### config.mk
export PLATFORM = sky130hd
export DESIGN_NAME = watch_time_setter
export DESIGN_NICKNAME = d
export VERILOG_FILES = /design/src/rtl/watch_time_setter.sv
export SDC_FILE = /design/constraint.sdc
export NUM_CORES = 1
export LEC_CHECK = 0
export CAP_MARGIN = 5
export CORE_UTILIZATION = 56
export DETAILED_ROUTE_END_ITERATION = 10
export PLACE_DENSITY = 0.83
export SKIP_LAST_GASP = 1
export SLEW_MARGIN = 10
export SYNTH_ARGS = -nofsm -noshare
export SYNTH_HDL_FRONTEND = slang
export SYNTH_SLANG_ARGS = --single-unit
### constraint.sdc
create_clock -name clk -period 7.4 [get_ports clk]
set_clock_uncertainty 0.05 [all_clocks]
set_input_delay 1.11 -clock clk [delete_from_list [all_inputs] [get_ports clk]]
set_output_delay 1.11 -clock clk [all_outputs]
set_load 0.01 [all_outputs]
### src/rtl/watch_time_setter.sv
// ============================================================================
// Module      : watch_time_setter
// Description : Button-driven time-setting controller. Snapshots the live
//               time into a shadow copy, steps through and adjusts each
//               field, then commits the shadow with a one-cycle set_time
//               strobe. Optional feature macro: EDIT_TIMEOUT_EN (abort an
//               edit after TIMEOUT_SEC seconds without an accepted button).
// Revision    : 1.0 - initial release
// ============================================================================
`default_nettype none

module watch_time_setter #(
  parameter int TIMEOUT_SEC = 30
) (
  input  logic        clk,
  input  logic        rst,
  input  logic        clk1sec,
  input  logic        btn_mode,
  input  logic        btn_inc,
  input  logic        btn_dec,
  input  logic        btn_cancel,
  input  logic [51:0] cur_time,
  output logic        set_time,
  output logic [51:0] bin_time,
  output logic        edit_active,
  output logic [2:0]  edit_field,
  output logic        blink
);

  typedef enum logic [1:0] {
    ST_IDLE   = 2'd0,
    ST_EDIT   = 2'd1,
    ST_COMMIT = 2'd2
  } state_t;

  state_t      state_q, state_d;
  logic [11:0] year_q, year_d;
  logic [7:0]  month_q, month_d;
  logic [7:0]  day_q, day_d;
  logic [7:0]  hour_q, hour_d;
  logic [7:0]  minute_q, minute_d;
  logic [7:0]  second_q, second_d;
  logic        set_time_q, set_time_d;
  logic        edit_active_q, edit_active_d;
  logic [2:0]  edit_field_q, edit_field_d;
  logic        blink_q, blink_d;
  logic        btn_accept;
  logic        step_up;
  logic [7:0]  maxd;
  logic [7:0]  new_month;
  logic [11:0] new_year;

  // Number of days in month m of year y (Gregorian leap rule).
  function automatic logic [7:0] days_in_month(input logic [7:0] m, input logic [11:0] y);
    logic leap;
    leap = ((y % 12'd4 == 12'd0) && (y % 12'd100 != 12'd0)) || (y % 12'd400 == 12'd0);
    case (m)
      8'd2:                       days_in_month = leap ? 8'd29 : 8'd28;
      8'd4, 8'd6, 8'd9, 8'd11:    days_in_month = 8'd30;
      default:                    days_in_month = 8'd31;
    endcase
  endfunction

  // One wrapping step within lo..hi; out-of-range values snap to the wrap target.
  function automatic logic [7:0] step8(input logic [7:0] v, input logic [7:0] lo,
                                       input logic [7:0] hi, input logic up);
    if (up) step8 = (v >= hi) ? lo : v + 8'd1;
    else    step8 = (v <= lo) ? hi : v - 8'd1;
  endfunction

  // Day limit always follows the shadow copy, never the running clock.
  assign maxd    = days_in_month(month_q, year_q);
  assign step_up = btn_inc;

`ifdef EDIT_TIMEOUT_EN
  localparam int CNT_W = $clog2(TIMEOUT_SEC + 1);
  logic [CNT_W-1:0] idle_cnt_q, idle_cnt_d;
`endif

  // Next-state, shadow edit and output computation.
  always_comb begin
    state_d       = state_q;
    year_d        = year_q;
    month_d       = month_q;
    day_d         = day_q;
    hour_d        = hour_q;
    minute_d      = minute_q;
    second_d      = second_q;
    set_time_d    = 1'b0;
    edit_active_d = edit_active_q;
    edit_field_d  = edit_field_q;
    blink_d       = blink_q;
    btn_accept    = 1'b0;
    new_month     = month_q;
    new_year      = year_q;

    case (state_q)
      ST_IDLE: begin
        edit_active_d = 1'b0;
        edit_field_d  = 3'd0;
        blink_d       = 1'b0;
        if (btn_mode) begin
          {year_d, month_d, day_d, hour_d, minute_d, second_d} = cur_time;
          state_d       = ST_EDIT;
          edit_active_d = 1'b1;
          blink_d       = 1'b1;
        end
      end

      ST_EDIT: begin
        if (btn_cancel) begin
          state_d       = ST_IDLE;
          edit_active_d = 1'b0;
          edit_field_d  = 3'd0;
          blink_d       = 1'b0;
        end else if (btn_mode) begin
          btn_accept = 1'b1;
          blink_d    = 1'b1;
          if (edit_field_q >= 3'd5) begin
            state_d    = ST_COMMIT;
            set_time_d = 1'b1;
          end else begin
            edit_field_d = edit_field_q + 3'd1;
          end
        end else if (btn_inc ^ btn_dec) begin
          btn_accept = 1'b1;
          blink_d    = 1'b1;
          case (edit_field_q)
            3'd0: begin
              if (step_up) new_year = (year_q >= 12'd4095) ? 12'd1 : year_q + 12'd1;
              else         new_year = (year_q <= 12'd1) ? 12'd4095 : year_q - 12'd1;
              year_d = new_year;
              day_d  = (day_q > days_in_month(month_q, new_year)) ?
                       days_in_month(month_q, new_year) : day_q;
            end
            3'd1: begin
              new_month = step8(month_q, 8'd1, 8'd12, step_up);
              month_d   = new_month;
              day_d     = (day_q > days_in_month(new_month, year_q)) ?
                          days_in_month(new_month, year_q) : day_q;
            end
            3'd2:    day_d    = step8(day_q, 8'd1, maxd, step_up);
            3'd3:    hour_d   = step8(hour_q, 8'd0, 8'd23, step_up);
            3'd4:    minute_d = step8(minute_q, 8'd0, 8'd59, step_up);
            3'd5:    second_d = step8(second_q, 8'd0, 8'd59, step_up);
            default: ;
          endcase
        end else if (clk1sec) begin
          blink_d = ~blink_q;
        end
      end

      ST_COMMIT: begin
        state_d       = ST_IDLE;
        edit_active_d = 1'b0;
        edit_field_d  = 3'd0;
        blink_d       = 1'b0;
      end

      default: begin
        state_d       = ST_IDLE;
        edit_active_d = 1'b0;
        edit_field_d  = 3'd0;
        blink_d       = 1'b0;
      end
    endcase

`ifdef EDIT_TIMEOUT_EN
    // Inactivity abort behaves exactly like a cancel.
    idle_cnt_d = '0;
    if (state_q == ST_EDIT && !btn_cancel && !btn_accept && clk1sec) begin
      if (idle_cnt_q >= CNT_W'(TIMEOUT_SEC - 1)) begin
        state_d       = ST_IDLE;
        edit_active_d = 1'b0;
        edit_field_d  = 3'd0;
        blink_d       = 1'b0;
      end else begin
        idle_cnt_d = idle_cnt_q + CNT_W'(1);
      end
    end else if (state_q == ST_EDIT && !btn_cancel && !btn_accept) begin
      idle_cnt_d = idle_cnt_q;
    end
`endif
  end

  // State and shadow registers with synchronous reset.
  always_ff @(posedge clk) begin
    if (rst) begin
      state_q       <= ST_IDLE;
      year_q        <= '0;
      month_q       <= '0;
      day_q         <= '0;
      hour_q        <= '0;
      minute_q      <= '0;
      second_q      <= '0;
      set_time_q    <= 1'b0;
      edit_active_q <= 1'b0;
      edit_field_q  <= 3'd0;
      blink_q       <= 1'b0;
`ifdef EDIT_TIMEOUT_EN
      idle_cnt_q    <= '0;
`endif
    end else begin
      state_q       <= state_d;
      year_q        <= year_d;
      month_q       <= month_d;
      day_q         <= day_d;
      hour_q        <= hour_d;
      minute_q      <= minute_d;
      second_q      <= second_d;
      set_time_q    <= set_time_d;
      edit_active_q <= edit_active_d;
      edit_field_q  <= edit_field_d;
      blink_q       <= blink_d;
`ifdef EDIT_TIMEOUT_EN
      idle_cnt_q    <= idle_cnt_d;
`endif
    end
  end

  assign set_time    = set_time_q;
  assign bin_time    = {year_q, month_q, day_q, hour_q, minute_q, second_q};
  assign edit_active = edit_active_q;
  assign edit_field  = edit_field_q;
  assign blink       = blink_q;

endmodule

`default_nettype wire

==> out/qor.yml <==
global_routing:
  globalRouteOverflowTotal: 0
  grt_pass1_vias: 7646
  grt_antenna_before_repair: 0
  grtUsageMet1: 0.451
  grt_use_met2: 0.522
drt:
  ant_nets: 0
  first_iter_violations: 952
  wire_per_inst_um: 17.5
  first_pass_iters: 6
yosys:
  ys.flops: 60
  ys_cells: 1074
  yosysTopAreaCell: "dfxtp_1"
  synthTopCellsByArea: "dfxtp_1, nand2_1, o21ai_0, nor2_1, ha_1"
  top_area_frac: 0.162
  ys_chip_area_mm2: 0.00741
setup_path:
  end_kind: "flip-flop"
  path_buffers: 0
  crit_arrival_ns: 7.09
clock_network:
  clk_pin_slew_ns: 0.05
timing:
  rsz0062_at_grt: "false"
  maxSlewHeadroom: 0.322
  drv_slew: 0
  hold_viol: 0
die:
  row_count: 41
  core_mm2: 0.0128
placement:
  io_buffers: 116
outcome:
  run_status: "complete, no violations"
layout:
  finalNonFillerCells: 1323
==> worst paths after layout <==
path,slack [ns],end,start
worst min-delay path,0.48,blink$_SDFFE_PP0P_,blink$_SDFFE_PP0P_
worst max register to register,0.53,day_q[1]$_SDFFE_PP0P_,year_q[1]$_SDFFE_PP0P_
worst max-delay path,0.53,day_q[1]$_SDFFE_PP0P_,year_q[1]$_SDFFE_PP0P_
worst min register to register,0.48,blink$_SDFFE_PP0P_,blink$_SDFFE_PP0P_
==> report_power, final <==
group	internal, W	switching (W)	total (W)
Combinational	0.000442	0.000627	0.00107
Sequential	0.000351	0.0000594	0.000410
Clock	0.000269	0.000163	0.000432
==> cell type report <==
type                       count  area (um^2)  area share
clock buffer                  12          246      0.0275
clock inverter                 4         48.8     0.00545
inverter                      31          116      0.0130
multi-input combinational    907         5810       0.649
sequential                    60         1200       0.135
tap                          172          215      0.0240
timing repair buffer         137         1310       0.146
==> metrics by stage <==
step                      worst slack (ns)   util  power (W)
after floorplan                      0.972      -    0.00118
after global placement               0.478  0.676    0.00143
after detailed placement             0.354  0.676    0.00145
after CTS                            0.547  0.699    0.00188
after global routing               0.00835  0.701    0.00203
final                                0.531  0.701    0.00191
==> logic make-up (layout without fill, tap and decap cells) <==
group | count (synthesis) | count (layout) | synth area share
adder cells (fa/ha/maj) | 30 | 30 | 0.0503
AND/OR/NAND/NOR | 437 | 437 | 0.293
AND-OR/OR-AND | 392 | 392 | 0.377
buffers and inverters | 107 | 184 | 0.0572
flip-flops | 60 | 60 | 0.162
XOR/XNOR | 34 | 34 | 0.0402
multiplexers | 14 | 14 | 0.0198
==> registers in the layout, summed over array words and instances, names as in the netlist <==
register     flops
hour_q           8
blink            1
set_time         1
edit_active      1
edit_field       3
day_q            8
month_q          8
minute_q         8
year_q          12
second_q         8
state_q          2
==> metal layers <==
| layer | wire [um] | up-vias |
|---|---|---|
| met3 | 2140 | 54 |
| met5 | 0 | - |
| met2 | 10300 | 464 |
| met1 | 10200 | 4078 |
| li1 | - | 4229 |
| met4 | 515 | 0 |
==> worst reg2reg max path, stage by stage (launching register included) <==
cell	delay [ns]
dfxtp_1	0.51
ha_1	0.40
nand3_1	0.13
o41ai_2	0.38
nor3b_1	0.13
or4_1	0.74
nor4_2	0.49
a22o_2	0.31
nor4_1	0.10
a2111oi_4	0.48
o211ai_1	0.16
o221ai_1	0.34
nor2_1	0.11
mux2_2	0.28
a311oi_1	0.30
o31a_2	0.20
ha_1	0.22
nand2_1	0.06
o21ai_0	0.07
o21ai_0	0.15
a21oi_1	0.08
or3b_2	0.63
or2_2	0.35
a21oi_1	0.13
==> repair_timing <==
action | in CTS | in global routing
setup buffers | 0 | 0
setup endpoints to repair | 0 | 8
hold buffers | 0 | 0
gates resized | 0 | 7
==> images/met3.png <==
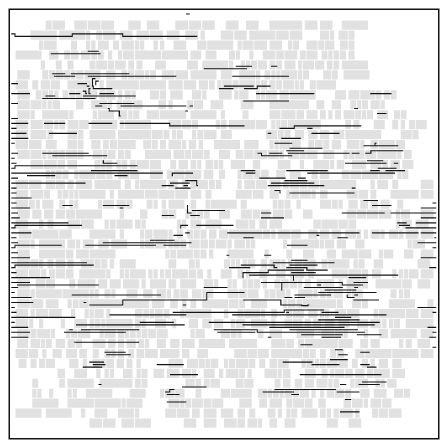
- wire length on this layer: 2140 um
- share of all routed wire: 9.3%
- nets with wire on the layer: 204
- main direction: horizontal
total wire length: 23100 um
routed via count: 8825
met3 GRT Util: 0.0824

==> images/clock_map.png <==
Bar = 20 um.
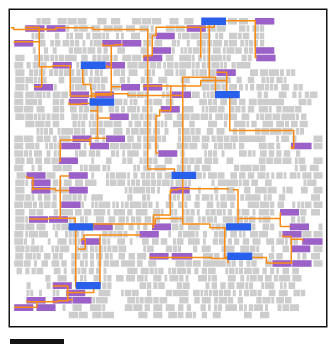
- blue: cells driving clock nets (count 9)
- purple: flip-flops (count 60)
- orange: clock wires (length 1080 um)
- flops lie: widely spread
clock power share: 0.226
clock group total power: 0.000432 W
worst-skew pair later-pin latency: 0.35 ns

==> images/final_clocks.png <==
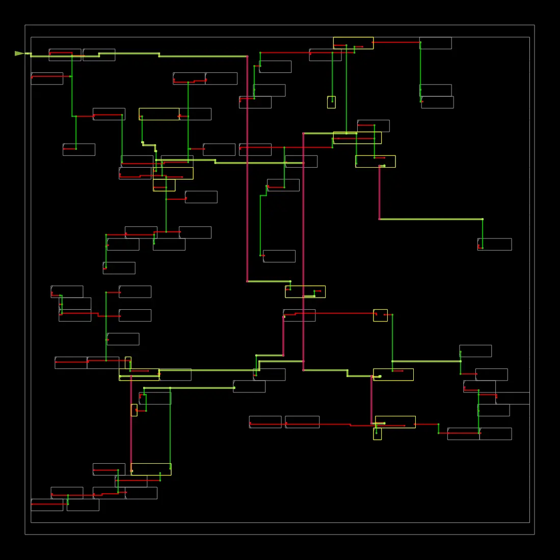
clkbuf count: 12
CTS Buf Count: 9
FFs & Latches: 60
TritonCTS Sinks: 60

Power is estimated from default activity; no workload was simulated.
